--- config.mk ---
export PLATFORM = sky130hd
export DESIGN_NAME = sr_latch_monitor
export DESIGN_NICKNAME = d
export VERILOG_FILES = /design/src/rtl/sr_mon_pkg.sv /design/src/rtl/sr_mon_sat_cnt.sv /design/src/rtl/sr_latch_monitor.sv
export SDC_FILE = /design/constraint.sdc
export NUM_CORES = 1
export LEC_CHECK = 0
export CAP_MARGIN = 20
export CELL_PAD_IN_SITES_DETAIL_PLACEMENT = 2
export CELL_PAD_IN_SITES_GLOBAL_PLACEMENT = 2
export CORE_ASPECT_RATIO = 1.4
export CORE_UTILIZATION = 33
export CTS_CLUSTER_SIZE = 8
export DETAILED_ROUTE_END_ITERATION = 6
export PLACE_DENSITY_LB_ADDON = 0.1
export SYNTH_ARGS = -nofsm -noshare
export SYNTH_HDL_FRONTEND = slang
export SYNTH_SLANG_ARGS = --single-unit
--- constraint.sdc ---
create_clock -name clk -period 3.9 [get_ports clk]
set_input_delay 0.585 -clock clk [delete_from_list [all_inputs] [get_ports clk]]
set_output_delay 0.585 -clock clk [all_outputs]
set_load 0.01 [all_outputs]
--- src/rtl/sr_mon_pkg.sv ---
// Shared encodings for the SR latch monitor: FSM states, error codes and the
// {s,r} input patterns, plus the latch next-state decode.
package sr_mon_pkg;

  typedef enum logic [1:0] {
    UNK_ST  = 2'd0,
    SET_ST  = 2'd1,
    RST_ST  = 2'd2,
    FORB_ST = 2'd3
  } mon_state_e;

  localparam logic [1:0] ERR_NONE     = 2'd0;
  localparam logic [1:0] ERR_MISMATCH = 2'd1;
  localparam logic [1:0] ERR_COMPL    = 2'd2;
  localparam logic [1:0] ERR_RACE     = 2'd3;

  // {s,r} patterns, active-high latch convention
  localparam logic [1:0] SR_HOLD = 2'b00;
  localparam logic [1:0] SR_RST  = 2'b01;
  localparam logic [1:0] SR_SET  = 2'b10;
  localparam logic [1:0] SR_FORB = 2'b11;

  function automatic mon_state_e next_state(input mon_state_e cur, input logic [1:0] sr);
    mon_state_e nxt;
    case (sr)
      SR_SET:  nxt = SET_ST;
      SR_RST:  nxt = RST_ST;
      SR_FORB: nxt = FORB_ST;
      SR_HOLD: nxt = (cur == FORB_ST) ? UNK_ST : cur;
      default: nxt = UNK_ST;
    endcase
    return nxt;
  endfunction

endpackage

--- src/rtl/sr_mon_sat_cnt.sv ---
// Saturating up-counter with synchronous clear; holds at all ones once reached.
module sr_mon_sat_cnt
  import sr_mon_pkg::*;
#(
  parameter int W = 8
) (
  input  logic         clk,
  input  logic         clr,
  input  logic         inc,
  output logic [W-1:0] count
);

  logic [W-1:0] count_q;
  logic [W-1:0] count_d;

  // next count: clear wins, then increment unless already saturated
  always_comb begin
    count_d = count_q;
    if (clr) begin
      count_d = {W{1'b0}};
    end else if (inc && (count_q != {W{1'b1}})) begin
      count_d = count_q + W'(1);
    end else begin
      count_d = count_q;
    end
  end

  // count register
  always_ff @(posedge clk) begin
    count_q <= count_d;
  end

  assign count = count_q;

endmodule

--- src/rtl/sr_latch_monitor.sv ---
// Clocked SR latch checker: tracks the expected latch state, flags Q mismatch,
// Q==Qbar and (when SR_MON_RACE_FLAG_EN is defined) the 11->00 race.
module sr_latch_monitor
  import sr_mon_pkg::*;
#(
  parameter int SETTLE = 2,
  parameter int CNT_W  = 8
) (
  input  logic             clk,
  input  logic             rst_n,
  input  logic             s,
  input  logic             r,
  input  logic             q,
  input  logic             qbar,
  output logic             exp_q,
  output logic             exp_valid,
  output logic [1:0]       state,
  output logic             err_valid,
  output logic [1:0]       err_code,
  output logic [CNT_W-1:0] err_count,
  output logic [CNT_W-1:0] evt_count
);

  localparam int SET_W = 4;
  localparam logic [SET_W-1:0] SETTLE_LD = SET_W'(SETTLE);

  mon_state_e       state_q,     state_d;
  logic [1:0]       sr_prev_q,   sr_prev_d;
  logic [SET_W-1:0] settle_q,    settle_d;
  logic             exp_q_q,     exp_q_d;
  logic             exp_valid_q, exp_valid_d;
  logic             err_valid_q, err_valid_d;
  logic [1:0]       err_code_q,  err_code_d;
  logic             reported_q,  reported_d;

  logic [1:0] sr_s;
  logic       sr_chg_s;
  logic       check_en_s;
  logic       mismatch_s;
  logic       compl_s;
  logic       viol_s;
  logic       fire_chk_s;
  logic       race_s;
  logic       evt_s;

  assign sr_s       = {s, r};
  assign sr_chg_s   = (sr_s != sr_prev_q);
  assign check_en_s = (settle_q == {SET_W{1'b0}});
  assign mismatch_s = ((state_q == SET_ST) && !q) || ((state_q == RST_ST) && q);
  assign compl_s    = (state_q != FORB_ST) && (q == qbar);
  assign viol_s     = mismatch_s || compl_s;
  assign fire_chk_s = check_en_s && viol_s && !reported_q;

`ifdef SR_MON_RACE_FLAG_EN
  assign race_s = (sr_prev_q == SR_FORB) && (sr_s == SR_HOLD);
`else
  assign race_s = 1'b0;
`endif

  // next-state, settle window, one-shot reporting and error outputs
  always_comb begin
    state_d     = next_state(state_q, sr_s);
    sr_prev_d   = sr_s;
    exp_q_d     = (state_d == SET_ST);
    exp_valid_d = (state_d == SET_ST) || (state_d == RST_ST);
    evt_s       = exp_valid_d && (state_d != state_q);

    if (sr_chg_s) begin
      settle_d = SETTLE_LD;
    end else if (!check_en_s) begin
      settle_d = settle_q - SET_W'(1);
    end else begin
      settle_d = settle_q;
    end

    // a fault stays quiet until the inputs change or the latch looks consistent again
    if (sr_chg_s) begin
      reported_d = 1'b0;
    end else if (fire_chk_s) begin
      reported_d = 1'b1;
    end else if (check_en_s && !viol_s) begin
      reported_d = 1'b0;
    end else begin
      reported_d = reported_q;
    end

    err_valid_d = fire_chk_s || race_s;
    if (fire_chk_s) begin
      err_code_d = mismatch_s ? ERR_MISMATCH : ERR_COMPL;
    end else if (race_s) begin
      err_code_d = ERR_RACE;
    end else begin
      err_code_d = err_code_q;
    end
  end

  // state and status registers
  always_ff @(posedge clk) begin
    if (!rst_n) begin
      state_q     <= UNK_ST;
      sr_prev_q   <= SR_HOLD;
      settle_q    <= {SET_W{1'b0}};
      exp_q_q     <= 1'b0;
      exp_valid_q <= 1'b0;
      err_valid_q <= 1'b0;
      err_code_q  <= ERR_NONE;
      reported_q  <= 1'b0;
    end else begin
      state_q     <= state_d;
      sr_prev_q   <= sr_prev_d;
      settle_q    <= settle_d;
      exp_q_q     <= exp_q_d;
      exp_valid_q <= exp_valid_d;
      err_valid_q <= err_valid_d;
      err_code_q  <= err_code_d;
      reported_q  <= reported_d;
    end
  end

  sr_mon_sat_cnt #(.W(CNT_W)) u_err_cnt (
    .clk   (clk),
    .clr   (!rst_n),
    .inc   (err_valid_d),
    .count (err_count)
  );

  sr_mon_sat_cnt #(.W(CNT_W)) u_evt_cnt (
    .clk   (clk),
    .clr   (!rst_n),
    .inc   (evt_s),
    .count (evt_count)
  );

  assign state     = state_q;
  assign exp_q     = exp_q_q;
  assign exp_valid = exp_valid_q;
  assign err_valid = err_valid_q;
  assign err_code  = err_code_q;

endmodule

==> impl_metrics.csv <==
group,metric,value,unit
clock_network,clkSlewWorstSetupHoldPaths,0.06,ns
pwr,powerSeq,337,uW
cells_and_area,drive_above_1_share,6.32,%
sta,maxSlewHeadroom,41.9,%
sta,max_freq,0.388,GHz
detailed_routing,drt-vias-per-instance,5.61,
cells_and_area,logic_gates,120,
synthesis,mux_area_share,6.23,%
worst_setup_path,critPathMaxFanout,15,
synthesis,yosysSeqAreaShare,41.6,%
grt,track_usage,18.4,%
clock_network,ctsResizeCount,0,
synthesis,xor_area_share,1.82,%
outcome,status,"complete, but fails checks",
pwr,peakVddDrop,0.182,mV
sta,hold_viol_final,0,
hold_path,hp-class,"reg2reg",
pwr,p_total,697,uW
sta,setup_viol,0,
sta,tightest_slew,0.869,ns
sta,finalClockPeriodUsage,66.0,%
synthesis,ys_types,40,
synthesis,logic_family,"simple AND/OR/NAND/NOR gates",
worst_setup_path,critPathTopFamily,"simple AND/OR/NAND/NOR gates",
flow_run,drv_cap,0,
sta,drv_slew,0,
pwr,power_density,375,nW/um2
place,dp.final_hpwl,2900,um
cells_and_area,regArea,601,um2
clock_network,cts_sinks,30,
floorplanning,die_w,57.9,um
place,dp_cells,227,
grt,grt_overflow,0,
cells_and_area,final_nets,198,
cells_and_area,postLayoutCellArea,1860,um2
worst_setup_path,critPathMaxStageDelay,0.79,ns
pwr,pwr-share-comb,15.1,%
cells_and_area,diodes,0,
synthesis,ys_sh_simple,30.5,%
outcome,violations,"design-rule violations",
pwr,switching_power,181,uW
synthesis,yosys_warnings,0,
detailed_routing,drtIter0Drc,13,
worst_setup_path,cp_data_arrival_time,2.74,ns
clock_network,clockRootBuffer,"clkbuf_8",
synthesis,synthesis.area,1450,um2
worst_setup_path,critPathRequiredTime,4.07,ns
sta,finalSetupTns,0,ns
grt,grt_pass1_vias,1385,
synthesis,ys_chip_area,1450,um2
cells_and_area,flops,30,
synthesis,ys_ff,30,
detailed_routing,drc_errors,2,
detailed_routing,drtPass1Iterations,5,
detailed_routing,wire_per_inst,16.1,um
place,gp_congestion,0.730,
synthesis,synth_nets,168,
cells_and_area,areaGrowthSynthToFinish,28.7,%
synthesis,synthCells,159,
worst_setup_path,slowest_stage,"or4_1",
sta,clock-skew-final,0.00719,ns
cells_and_area,comb_area,808,um2
clock_network,ctsHtreeMaxLevel,2,
clock_network,cts_buffers,5,
detailed_routing,ant_nets,0,
clock_network,cts_buffer_depth,2,
synthesis,synth.cellmix.compoundShare,14.8,%
grt,antenna_found_initial,0,
pwr,maxPowerGroup,"sequential cells",
floorplanning,die_area,4650,um2
==> layer usage <==
layer | global-route usage, % | part of all wire (%) | up-vias | wire, um
li1 | - | - | 637 | -
met1 | 18.0 | 37 | 658 | 1390
met2 | 36.0 | 59 | 19 | 2220
met3 | 4.67 | 3.1 | 5 | 117
met4 | 6.43 | 1.4 | 0 | 53
met5 | 0 | 0 | - | 0
==> cell usage after synthesis (all sizes together) <==
library cell | instances | area, um2
a211oi | 2 | 15.0
a21boi | 4 | 30.0
a21oi | 1 | 5.00
and2 | 8 | 50.1
and3 | 1 | 6.26
buf | 1 | 5.00
clkbuf | 6 | 23.8
dfxtp | 30 | 601
ha | 3 | 37.5
inv | 2 | 7.51
mux2i | 9 | 90.1
nand2 | 16 | 60.1
nand2b | 9 | 56.3
nand3 | 3 | 15.0
nand3b | 3 | 22.5
nand4 | 3 | 18.8
nand4b | 1 | 8.76
nor2 | 8 | 30.0
nor2b | 4 | 25.0
nor3 | 4 | 25.0
nor3b | 3 | 22.5
nor4 | 5 | 37.5
nor4b | 1 | 8.76
o211a | 2 | 20.0
o211ai | 1 | 7.51
o21a | 1 | 7.51
o21ai | 6 | 30.0
o21bai | 3 | 22.5
o311a | 3 | 30.0
o31a | 1 | 8.76
o31ai | 5 | 37.5
or3 | 2 | 12.5
or4 | 5 | 41.3
xnor2 | 1 | 8.76
xor2 | 2 | 17.5
==> worst paths after layout <==
path / start / end / cells after the start
setup / recovery: qbar / u_err_cnt.count[6] / 5
hold / removal: u_evt_cnt.count[6] / u_evt_cnt.count[6] / 2
setup reg to reg: settle_q[0] / u_err_cnt.count[6] / 4
hold reg to reg: u_evt_cnt.count[6] / u_evt_cnt.count[6] / 2
Wires at chosen ports, followed through buffers:
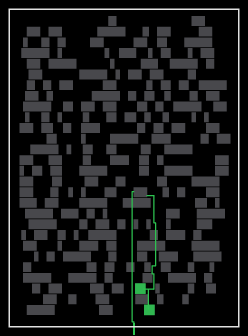
- green: `qbar` (direction input; edge south; end cells 2; wire 70.1 um)
I/O pin cnt: 29
IO Port Bufs: 28

Signal wires on met3:
The bar under the picture is 20 um long.
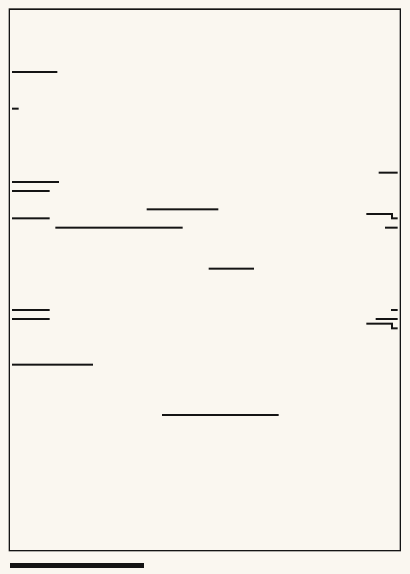
- longest straight run: 18.6 um
- nets with wire on the layer: 15
vias: 1319
met3 Use GR: 4.67%
drt total wl: 3780 um

Local utilization:
6 x 8 tiles, from black (low) to pale yellow (high), 0 to 100% covered.
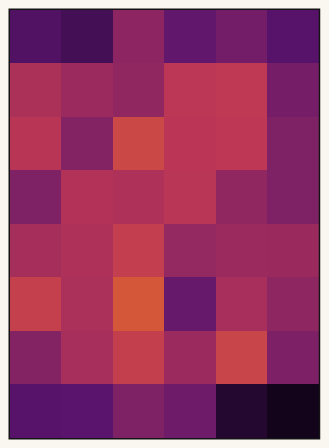
- fullest tile: 59%
- mean over tiles: 39%
- emptiest ninth of the die: south-east
core box area: 4200 um2
FP Util: 34.4%
fin util: 44.2%

Cell outlines without signal wires:
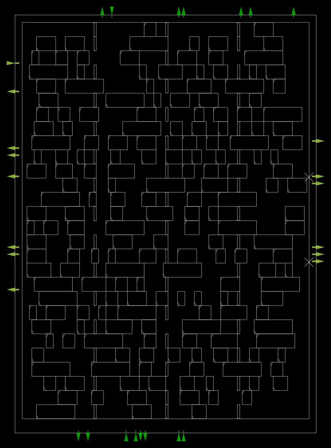
fin cells: 235
Fillers: 477
# Taps: 45

Gate-type map:
The bar under the picture is 20 um long.
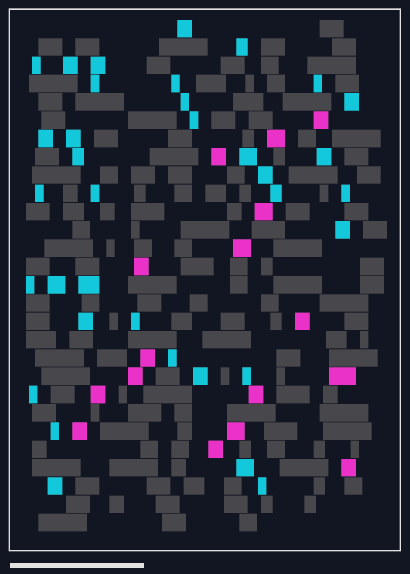
- cyan: NAND gates (cells 35; where widely spread)
- magenta: AND and OR gates (cells 16)
most frequent logic cell in the layout: dfxtp_1
Comb area share: 43.5%

Power figures rest on the tool's default switching activity, not on a simulated workload.
